$ cat src/rtl/branch_unit.sv
// Branch resolver downstream of the flag comparer: evaluates jump/call/return
// conditions on the registered lt/gt/eq flags and maintains a return-address stack.
module branch_unit #(
    parameter int AW    = 16,
    parameter int DEPTH = 8
) (
    input  logic                    clk,
    input  logic                    rst,
    input  logic                    start,
    input  logic [1:0]              op,
    input  logic [2:0]              cond,
    input  logic [AW-1:0]           pc,
    input  logic [AW-1:0]           target,
    input  logic                    lt,
    input  logic                    gt,
    input  logic                    eq,
    input  logic                    err_clr,
    output logic                    busy,
    output logic                    done,
    output logic                    take,
    output logic [AW-1:0]           next_pc,
    output logic [1:0]              err,
    output logic [$clog2(DEPTH):0]  sp
);
    localparam int PW = $clog2(DEPTH);
    localparam logic [PW:0] SP_FULL = (PW+1)'(DEPTH);

    typedef enum logic [1:0] {S_IDLE, S_EVAL, S_DONE} state_t;

    localparam logic [1:0] OP_JMP  = 2'd0;
    localparam logic [1:0] OP_CALL = 2'd1;
    localparam logic [1:0] OP_RET  = 2'd2;

    state_t          state_q;
    logic [1:0]      op_q;
    logic [2:0]      cond_q;
    logic [AW-1:0]   pc_q, target_q;
    logic            busy_q, done_q, take_q;
    logic [AW-1:0]   next_pc_q;
    logic [1:0]      err_q;
    logic [PW:0]     sp_q;
    logic [AW-1:0]   mem_q [DEPTH];

    logic            cond_true;
    logic [AW-1:0]   pc_inc;
    logic            take_d;
    logic [AW-1:0]   next_pc_d;
    logic            push, pop;
    logic [1:0]      err_set;
    logic [PW-1:0]   rd_idx;

    always_comb begin
        case (cond_q)
            3'd0:    cond_true = 1'b0;
            3'd1:    cond_true = 1'b1;
            3'd2:    cond_true = eq;
            3'd3:    cond_true = !eq;
            3'd4:    cond_true = lt;
            3'd5:    cond_true = gt;
            3'd6:    cond_true = lt | eq;
            default: cond_true = gt | eq;
        endcase
        pc_inc    = pc_q + AW'(1);
        rd_idx    = sp_q[PW-1:0] - PW'(1);
        take_d    = 1'b0;
        next_pc_d = pc_inc;
        push      = 1'b0;
        pop       = 1'b0;
        err_set   = 2'b00;
        // Flags are only meaningful in EVAL, one cycle after the comparer started.
        if (state_q == S_EVAL && cond_true) begin
            case (op_q)
                OP_JMP: begin
                    take_d    = 1'b1;
                    next_pc_d = target_q;
                end
                OP_CALL: begin
                    if (sp_q != SP_FULL) begin
                        push      = 1'b1;
                        take_d    = 1'b1;
                        next_pc_d = target_q;
                    end else begin
                        err_set[0] = 1'b1;
                    end
                end
                OP_RET: begin
                    if (sp_q != '0) begin
                        pop       = 1'b1;
                        take_d    = 1'b1;
                        next_pc_d = mem_q[rd_idx];
                    end else begin
                        err_set[1] = 1'b1;
                    end
                end
                default: ;
            endcase
        end
    end

    always_ff @(posedge clk or negedge rst) begin
        if (!rst) begin
            state_q   <= S_IDLE;
            op_q      <= '0;
            cond_q    <= '0;
            pc_q      <= '0;
            target_q  <= '0;
            busy_q    <= 1'b0;
            done_q    <= 1'b0;
            take_q    <= 1'b0;
            next_pc_q <= '0;
            err_q     <= '0;
            sp_q      <= '0;
        end else begin
            done_q <= 1'b0;
            // A coinciding new error wins over the clear.
            err_q  <= (err_clr ? 2'b00 : err_q) | err_set;
            case (state_q)
                S_IDLE: begin
                    if (start) begin
                        op_q     <= op;
                        cond_q   <= cond;
                        pc_q     <= pc;
                        target_q <= target;
                        busy_q   <= 1'b1;
                        state_q  <= S_EVAL;
                    end
                end
                S_EVAL: begin
                    take_q    <= take_d;
                    next_pc_q <= next_pc_d;
                    if (push)
                        sp_q <= sp_q + (PW+1)'(1);
                    else if (pop)
                        sp_q <= sp_q - (PW+1)'(1);
                    done_q  <= 1'b1;
                    state_q <= S_DONE;
                end
                S_DONE: begin
                    busy_q  <= 1'b0;
                    state_q <= S_IDLE;
                end
                default: begin
                    busy_q  <= 1'b0;
                    state_q <= S_IDLE;
                end
            endcase
        end
    end

    // Stack contents need no reset; occupancy alone defines validity.
    always_ff @(posedge clk) begin
        if (push)
            mem_q[sp_q[PW-1:0]] <= pc_inc;
    end

    assign busy    = busy_q;
    assign done    = done_q;
    assign take    = take_q;
    assign next_pc = next_pc_q;
    assign err     = err_q;
    assign sp      = sp_q;
endmodule

$ cat config.mk
export PLATFORM = sky130hd
export DESIGN_NAME = branch_unit
export DESIGN_NICKNAME = d
export VERILOG_FILES = /design/src/rtl/branch_unit.sv
export SDC_FILE = /design/constraint.sdc
export NUM_CORES = 1
export LEC_CHECK = 0
export ABC_AREA = 1
export CAP_MARGIN = 25
export CORE_ASPECT_RATIO = 1.4
export CORE_MARGIN = 3
export CORE_UTILIZATION = 60
export CTS_CLUSTER_SIZE = 14
export DETAILED_ROUTE_END_ITERATION = 10
export GPL_ROUTABILITY_DRIVEN = 0
export HOLD_SLACK_MARGIN = 0.08
export PLACE_DENSITY = 0.82
export SYNTH_ARGS = -nofsm -noshare
export SYNTH_HDL_FRONTEND = slang
export SYNTH_SLANG_ARGS = --single-unit
$ cat constraint.sdc
create_clock -name clk -period 5.2 [get_ports clk]
set_clock_uncertainty 0.2 [all_clocks]
set_input_delay 0.52 -clock clk [delete_from_list [all_inputs] [get_ports clk]]
set_output_delay 0.52 -clock clk [all_outputs]
set_load 0.01 [all_outputs]
PDN straps and rails:
Pins as bars on the die edge. Tap cells in grey.
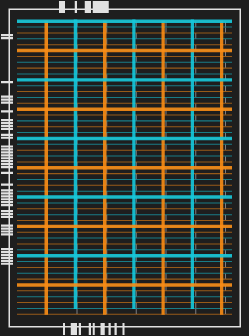
Key: VDD = cyan; VSS = orange
The core has 50 rows. 10 straps on met5.
core area: 0.0136 mm²
maximum VDD drop: 0.000333 V

Cells coloured by class:
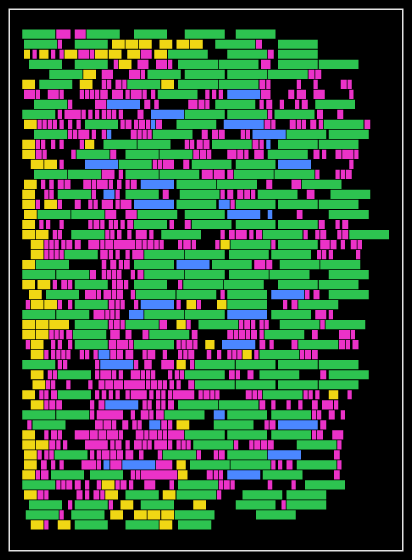
Key: clock drivers and dummy loads = blue [cells 32]; other buffers and delay cells = yellow [cells 81]; combinational and other logic = magenta [cells 583]; flops = green [cells 192]
row cnt: 50
post-layout util: 0.729
sequential cell area share: 0.550

## power groups by stage
| stage | combinational [mW] | clock [mW] | sequential [mW] |
|---|---|---|---|
| after floorplan | 1.34 | 0 | 2.03 |
| after global placement | 1.91 | 0 | 2.02 |
| after detailed placement | 1.97 | 0 | 2.04 |
| after CTS | 2.00 | 1.38 | 2.01 |
| after global routing | 2.21 | 1.44 | 2.03 |
| final | 2.03 | 1.37 | 2.01 |
## worst max-delay path: cells and delay by family (launching register included)
family                   cells  cell delay [ns]
AND/OR/NAND/NOR              6             1.24
buffers and inverters        3             0.63
flip-flops                   1             0.45
adder cells (fa/ha/maj)      1             0.33
## state kept, by name, indices dropped and copies added (netlist names), 2 cells and up
register	cells
next_pc	16
op_q	2
target_q	16
sp	4
pc_q	16
err	2
mem_q	128
cond_q	3
state_q	2
==> results.py <==
# Physical implementation metrics
metrics = {
    "sta": {
        "min_period_over_period": 0.609,
        "hold_ws_ns": 0.0487,
        "min_period_ns": 3.17,
        "maxSlewViolCount": 0,
    },
    "worst_setup_path": {
        "cp_common_cell": "nor2_2",
        "critPathLaunch": "sp[1]$_DFFE_PN0P_",
        "critPathMaxFanout": 10,
        "cp.arrival_ns": 3.09,
        "reg2reg_to": "mem_q[1][9]$_DFFE_PP_",
        "worstPathCellList": "inv_1 -> ha_1 -> nand2_2 -> nor2_2 -> nor2_2 -> nand3_4 -> inv_2 -> nand2_1 -> nor2_1 -> buf_4",
        "r2r_start": "sp[1]$_DFFE_PN0P_",
        "worst_path_max_delay_cell": "nor2_1",
        "end_kind": "flip-flop",
    },
    "cells_and_area": {
        "largestClassByArea": "registers",
        "antenna_cells": 0,
        "nets": 923,
        "buf_share": 0.0789,
        "final_common_cell": "nand2_1",
        "lay_top_cells": "209 x nand2_1, 128 x edfxtp_1, 86 x nor2_1",
        "final-seq-area_mm2": 0.00545,
    },
    "route": {
        "drt_iter0_markers": 549,
        "drc": 0,
        "wl_met2_um": 10700,
        "wire_per_inst_um": 19.4,
        "firstDrtPassIters": 6,
        "wirelength_um": 20800,
    },
    "synthesis": {
        "synth_top_cell_by_count": "nand2_1",
        "ys_types": 42,
        "ys_cells": 811,
        "yosys-top-cells-count": "209 x nand2_1, 128 x edfxtp_1, 86 x nor2_1",
        "top_cells_by_area": "edfxtp_1 45%, dfrtp_1 19%, nand2_1 9.3%",
        "logic_family": "simple AND/OR/NAND/NOR gates",
        "ys_ff": 192,
        "syn_avg_cell_area_um2": 10.5,
        "synth-simple-area-share": 0.181,
    },
    "die": {
        "io-pin-count": 69,
        "die_x_um": 106,
    },
    "power_and_ir_drop": {
        "p_clk_frac": 0.253,
    },
    "global_routing": {
        "met3_usage": 0.0571,
        "use_met1": 0.339,
        "grt.total_usage": 0.278,
        "grt_max_degree": 68,
    },
    "clock_tree": {
        "clk_latency_ns": 0.43,
        "cts.clk_slew.worst_paths_ns": 0.07,
        "cts-hold-fix-buffers": 0,
    },
    "placed_design": {
        "post-place-ws_ns": 2.11,
    },
    "outcome": {
        "outcome": "completed",
    },
}
Power is estimated from default activity; no workload was simulated.
